**src/rtl/stream_pkg.sv**
```systemverilog
// Shared types and constants for the stream source.
// Holds the FSM state enum, pattern mode codes and LFSR polynomial.
package stream_pkg;

    typedef enum logic [1:0] {
        ST_IDLE,
        ST_RUN,
        ST_DONE
    } state_t;

    localparam logic [1:0] MODE_INC   = 2'd0;
    localparam logic [1:0] MODE_LFSR  = 2'd1;
    localparam logic [1:0] MODE_CONST = 2'd2;
    localparam logic [1:0] MODE_RSVD  = 2'd3;

    localparam logic [31:0] LFSR_POLY = 32'h80200003;

endpackage

```
**src/rtl/stream_pattern_next.sv**
```systemverilog
// Combinational next-word generator for the stream source.
// Ports: mode (pattern select), cur (current word), nxt (following word).
module stream_pattern_next
    import stream_pkg::*;
#(
    parameter int DATA_WIDTH = 32
) (
    input  logic [1:0]            mode,
    input  logic [DATA_WIDTH-1:0] cur,
    output logic [DATA_WIDTH-1:0] nxt
);

    always_comb begin
        nxt = cur;
        unique case (mode)
            MODE_INC:  nxt = cur + DATA_WIDTH'(1);
            // Galois right-shift LFSR
            MODE_LFSR: nxt = (cur >> 1)
                           ^ (cur[0] ? DATA_WIDTH'(LFSR_POLY)
                                     : '0);
            // constant and reserved modes repeat the word
            default:   nxt = cur;
        endcase
    end

endmodule

```
**src/rtl/stream_src.sv**
```systemverilog
// Pattern stream source: emits count words on a valid/ready stream.
// Ports: clk, rst, start/mode/seed/count/abort control, out_* stream,
//        busy, done pulse, sent_count progress.
module stream_src
    import stream_pkg::*;
#(
    parameter int DATA_WIDTH = 32,
    parameter int CNT_WIDTH  = 16
) (
    input  logic                  clk,
    input  logic                  rst,
    input  logic                  start,
    input  logic [1:0]            mode,
    input  logic [DATA_WIDTH-1:0] seed,
    input  logic [CNT_WIDTH-1:0]  count,
    input  logic                  abort,
    output logic [DATA_WIDTH-1:0] out_data,
    output logic                  out_valid,
    input  logic                  out_ready,
    output logic                  out_last,
    output logic                  busy,
    output logic                  done,
    output logic [CNT_WIDTH-1:0]  sent_count
);

    state_t                state;
    logic [1:0]            mode_q;
    logic [CNT_WIDTH-1:0]  cnt_q;
    logic                  abort_q;
    logic [DATA_WIDTH-1:0] nxt_word;
    logic [DATA_WIDTH-1:0] first_word;
    logic [CNT_WIDTH-1:0]  sent_nxt;
    logic                  last_nxt;
    logic                  hs;

    stream_pattern_next #(
        .DATA_WIDTH (DATA_WIDTH)
    ) u_next (
        .mode (mode_q),
        .cur  (out_data),
        .nxt  (nxt_word)
    );

    // an all-zero LFSR would lock up, so it starts from 1 instead
    assign first_word = (mode == MODE_LFSR && seed == '0)
                      ? DATA_WIDTH'(1) : seed;

    assign hs       = out_valid && out_ready;
    assign sent_nxt = sent_count + CNT_WIDTH'(1);
    // the word after this handshake is last if it brings us to count
    assign last_nxt = (sent_nxt + CNT_WIDTH'(1)) == cnt_q;

    assign busy = (state != ST_IDLE);
    assign done = (state == ST_DONE);

    always_ff @(posedge clk or posedge rst) begin
        if (rst) begin
            state      <= ST_IDLE;
            mode_q     <= MODE_INC;
            cnt_q      <= '0;
            abort_q    <= 1'b0;
            out_data   <= '0;
            out_valid  <= 1'b0;
            out_last   <= 1'b0;
            sent_count <= '0;
        end else begin
            unique case (state)
                ST_IDLE: begin
                    if (start) begin
                        mode_q     <= mode;
                        cnt_q      <= count;
                        abort_q    <= 1'b0;
                        sent_count <= '0;
                        if (count == '0) begin
                            state <= ST_DONE;
                        end else begin
                            state     <= ST_RUN;
                            out_valid <= 1'b1;
                            out_data  <= first_word;
                            out_last  <= (count == CNT_WIDTH'(1));
                        end
                    end
                end
                ST_RUN: begin
                    if (hs) begin
                        sent_count <= sent_nxt;
                        // an abort seen now or earlier ends the
                        // transfer on this handshake
                        if (out_last || abort || abort_q) begin
                            state     <= ST_DONE;
                            out_valid <= 1'b0;
                            out_last  <= 1'b0;
                            abort_q   <= 1'b0;
                        end else begin
                            out_data <= nxt_word;
                            out_last <= last_nxt;
                        end
                    end else if (abort) begin
                        abort_q <= 1'b1;
                    end
                end
                ST_DONE: begin
                    state <= ST_IDLE;
                end
                default: begin
                    state <= ST_IDLE;
                end
            endcase
        end
    end

endmodule

```
**config.mk**
```make
export PLATFORM = sky130hd
export DESIGN_NAME = stream_src
export DESIGN_NICKNAME = d
export VERILOG_FILES = /design/src/rtl/stream_pkg.sv /design/src/rtl/stream_pattern_next.sv /design/src/rtl/stream_src.sv
export SDC_FILE = /design/constraint.sdc
export NUM_CORES = 1
export LEC_CHECK = 0
export CORE_MARGIN = 1.5
export CORE_UTILIZATION = 57
export CTS_BUF_LIST = sky130_fd_sc_hd__clkbuf_8
export DETAILED_ROUTE_END_ITERATION = 8
export GPL_ROUTABILITY_DRIVEN = 0
export PLACE_DENSITY = 0.88
export SLEW_MARGIN = 10
export SYNTH_ARGS = -nofsm -noshare
export SYNTH_HDL_FRONTEND = slang
export SYNTH_SLANG_ARGS = --single-unit
export TNS_END_PERCENT = 1
```
**constraint.sdc**
```tcl
create_clock -name clk -period 4.68 [get_ports clk]
set_input_delay 0.702 -clock clk [delete_from_list [all_inputs] [get_ports clk]]
set_output_delay 0.702 -clock clk [all_outputs]
set_load 0.03 [all_outputs]
```
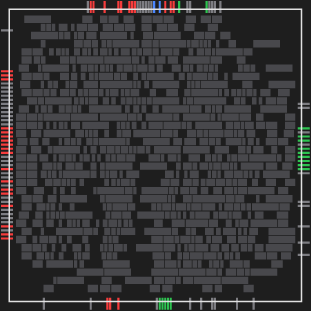
(images/pinout.png)
Scale: 3 px per um. Pins as bars across the die edge, other pins in gray.
[green] count | pins: 16 | direction: input | edge: 9 east, 5 south, 2 north
[red] out_data | pins: 32 | direction: output | edge: 18 west, 11 north, 3 south
[blue] mode | pins: 2 | direction: input | edge: north
count of input and output buffers: 106
DIE HEIGHT: 96.92 um
Die X: 96.92 um

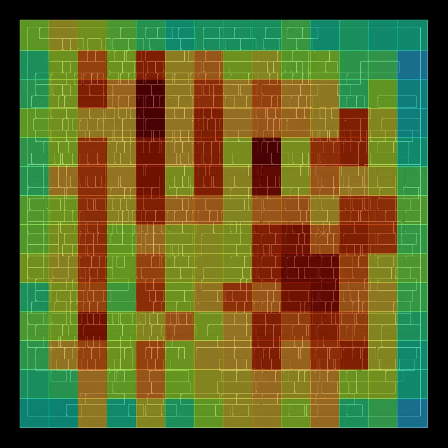
(images/congestion_map.png)
final core occ: 0.7343
Most Crowded Layer GR: met2

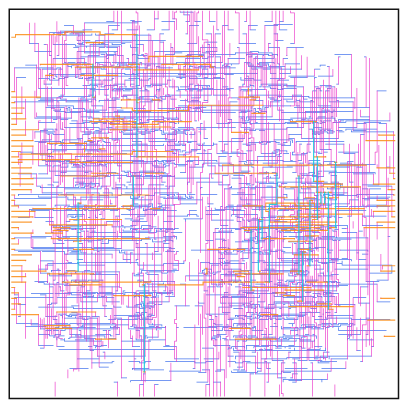
(images/layers.png)
Scale: 4 px per um.
[blue] M1 | wire length: 5620 um
[orange] M3 | wire length: 1200 um
[magenta] M2 | wire length: 7320 um
[cyan] M4 | wire length: 285 um
Vias: 5241
routed wire length: 14.42 mm
mean routed wirelength per cell: 17.91 um
All-Layer GR Usage: 0.3089

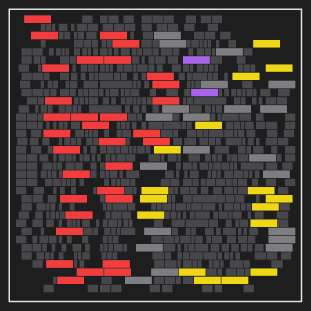
(images/ff_map.png)
Scale: 3 px per um. Other sequential cells in the stronger gray, the rest of the logic in the fainter gray.
[yellow] sent_count | flops: 16
[purple] state | flops: 2
[red] out_data | flops: 32
not colored: 21
Seq. pwr: 1.26 mW
flop share of the area: 0.2802

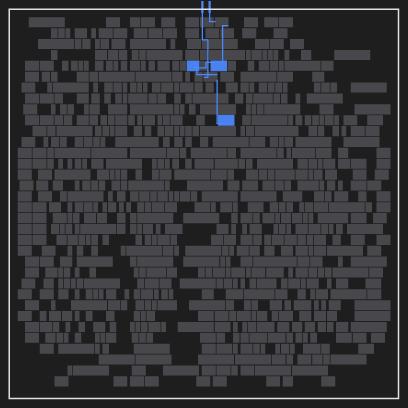
(images/port_trees.png)
Scale: 4 px per um.
[blue] mode | direction: input | edge: north | end cells: 3 | buffers: 2 | wire: 63.6 um
# IOs: 107

==> impl_metrics.yaml <==
# implementation run metrics
route:
  via_per_inst: 6.511
  drc: 1
setup_path:
  arrival_ns: 3.76
  end_kind: "flip-flop"
die:
  row_count: 34
  tapCellCount: 108
  core_um2: 8636
global_route:
  grt.overflow.total: 0
hold_path:
  min_path_type: "flip-flop to flip-flop"
power:
  switching_share: 0.4722
  p_leak_nw: 2.393
  internal_power_mw: 2.229
  pwr-share-comb: 0.548
  total_power_mw: 4.223
cts:
  clk_path_buf_depth: 2
  ctsHoldBuffers: 0
  cts_root_buf: "clkbuf_8"
  ctsResizeCount: 0
  cts_setup_buffers: 0
sta:
  rsz0062_at_grt: "no"
  tightest_slew_ns: 1.112
final_layout:
  clkCellAreaFrac: 0.04065
  num_antenna_cells: 0
  n_clock_buffer: 9
  area_share_nonclk_buffers: 0.1732
run_status:
  violations: "design-rule violations"
  status: "finished, violations left"
synth:
  edf_count: 0
  ys_cells: 615
  ys_types: 57
flow_run:
  log.warning_count: 27
[power groups by stage]
stage | logic, mW | registers [mW] | clock network, mW
after global routing | 2.53 | 1.31 | 0.675
after detailed placement | 2.29 | 1.26 | 0
after global placement | 2.21 | 1.24 | 0
final | 2.32 | 1.26 | 0.645
after floorplan | 1.38 | 1.42 | 0
after CTS | 2.30 | 1.25 | 0.652
[final timing paths]
path,slack (ns),start,cells after the start,to
worst max register to register,1.16,sent_count[0],9,out_last
worst min register to register,0.54,cnt_q[6],1,cnt_q[6]
worst max-delay path,1.16,sent_count[0],9,out_last
max in group asynchronous,2.88,rst,3,cnt_q[1]
worst min-delay path,0.54,cnt_q[6],1,cnt_q[6]
min in group asynchronous,0.91,rst,2,out_data[8]
[sequential cells by signal (all words and copies together), names as in the netlist]
register / flops
abort_q: 1
cnt_q: 16
mode_q: 2
out_data: 32
out_last: 1
out_valid: 1
sent_count: 16
state: 2
[cells by family after synthesis]
group / count (synthesis) / share of synthesized area
buffers and inverters: 51 / 0.04380
adder cells (fa/ha/maj): 4 / 0.009956
flip-flops: 71 / 0.3534
AND-OR/OR-AND: 168 / 0.2058
multiplexers: 19 / 0.04231
XOR/XNOR: 50 / 0.08711
AND/OR/NAND/NOR: 252 / 0.2576
[layout by cell type (no fill, tap or decap), types with 3 or more instances in the layout]
| cell type | instances |
|---|---|
| clkbuf_8 | 9 |
| and3_1 | 11 |
| nand3_1 | 31 |
| o2111ai_1 | 3 |
| o31ai_1 | 8 |
| nor3_1 | 11 |
| a31oi_1 | 11 |
| bufinv_16 | 4 |
| a311oi_1 | 5 |
| nand2_1 | 63 |
| mux2_2 | 18 |
| nand4_1 | 10 |
| nor2_1 | 64 |
| xor2_1 | 21 |
| xnor2_1 | 29 |
| dfrtp_1 | 71 |
| nand2b_1 | 3 |
| o221ai_1 | 5 |
| nor4_1 | 14 |
| o21ai_0 | 47 |
| ha_1 | 4 |
| clkdlybuf4s50_1 | 106 |
| or3_1 | 11 |
| a21oi_1 | 52 |
| a211oi_1 | 18 |
| nor3_2 | 3 |
| inv_1 | 6 |
| nor2b_1 | 11 |
| buf_4 | 5 |
[routing by layer]
layer,GRT usage,part of all wire
met1,0.3861,0.39
met2,0.5379,0.51
met3,0.05347,0.083
met4,0.1070,0.020
met5,0,0
[critical path: cells and delay by family (launching register included)]
kind	cells	cell delay, ns
simple gates	4	1.49
flops	1	0.63
compound gates	3	0.59
fa+ha+maj	1	0.50
xor+xnor	1	0.21
[synthesized netlist by cell type, types with 2 or more instances]
cell type	n
dfrtp_1	71
a311oi_1	5
clkbuf_1	24
and3_1	11
a22oi_1	2
buf_2	10
o21ai_1	2
xnor2_1	29
a211oi_1	18
nand4_2	2
nand2_1	63
o21ai_0	47
nand4_1	10
a31o_2	2
and2_1	2
or3_1	11
nand2b_1	4
nor2_1	65
ha_1	4
nor4b_1	2
o22ai_1	2
o221ai_1	5
a31oi_1	11
xor2_1	21
o2111ai_1	3
nor3_2	3
nand4b_1	2
a22o_1	2
nor2b_1	11
nor3_1	11
o211ai_1	2
buf_4	4
nand3_1	31
mux2_2	18
o31ai_1	8
a21oi_1	53
inv_1	7
buf_1	5
nor4_1	14
Power and IR drop assume default switching activity.
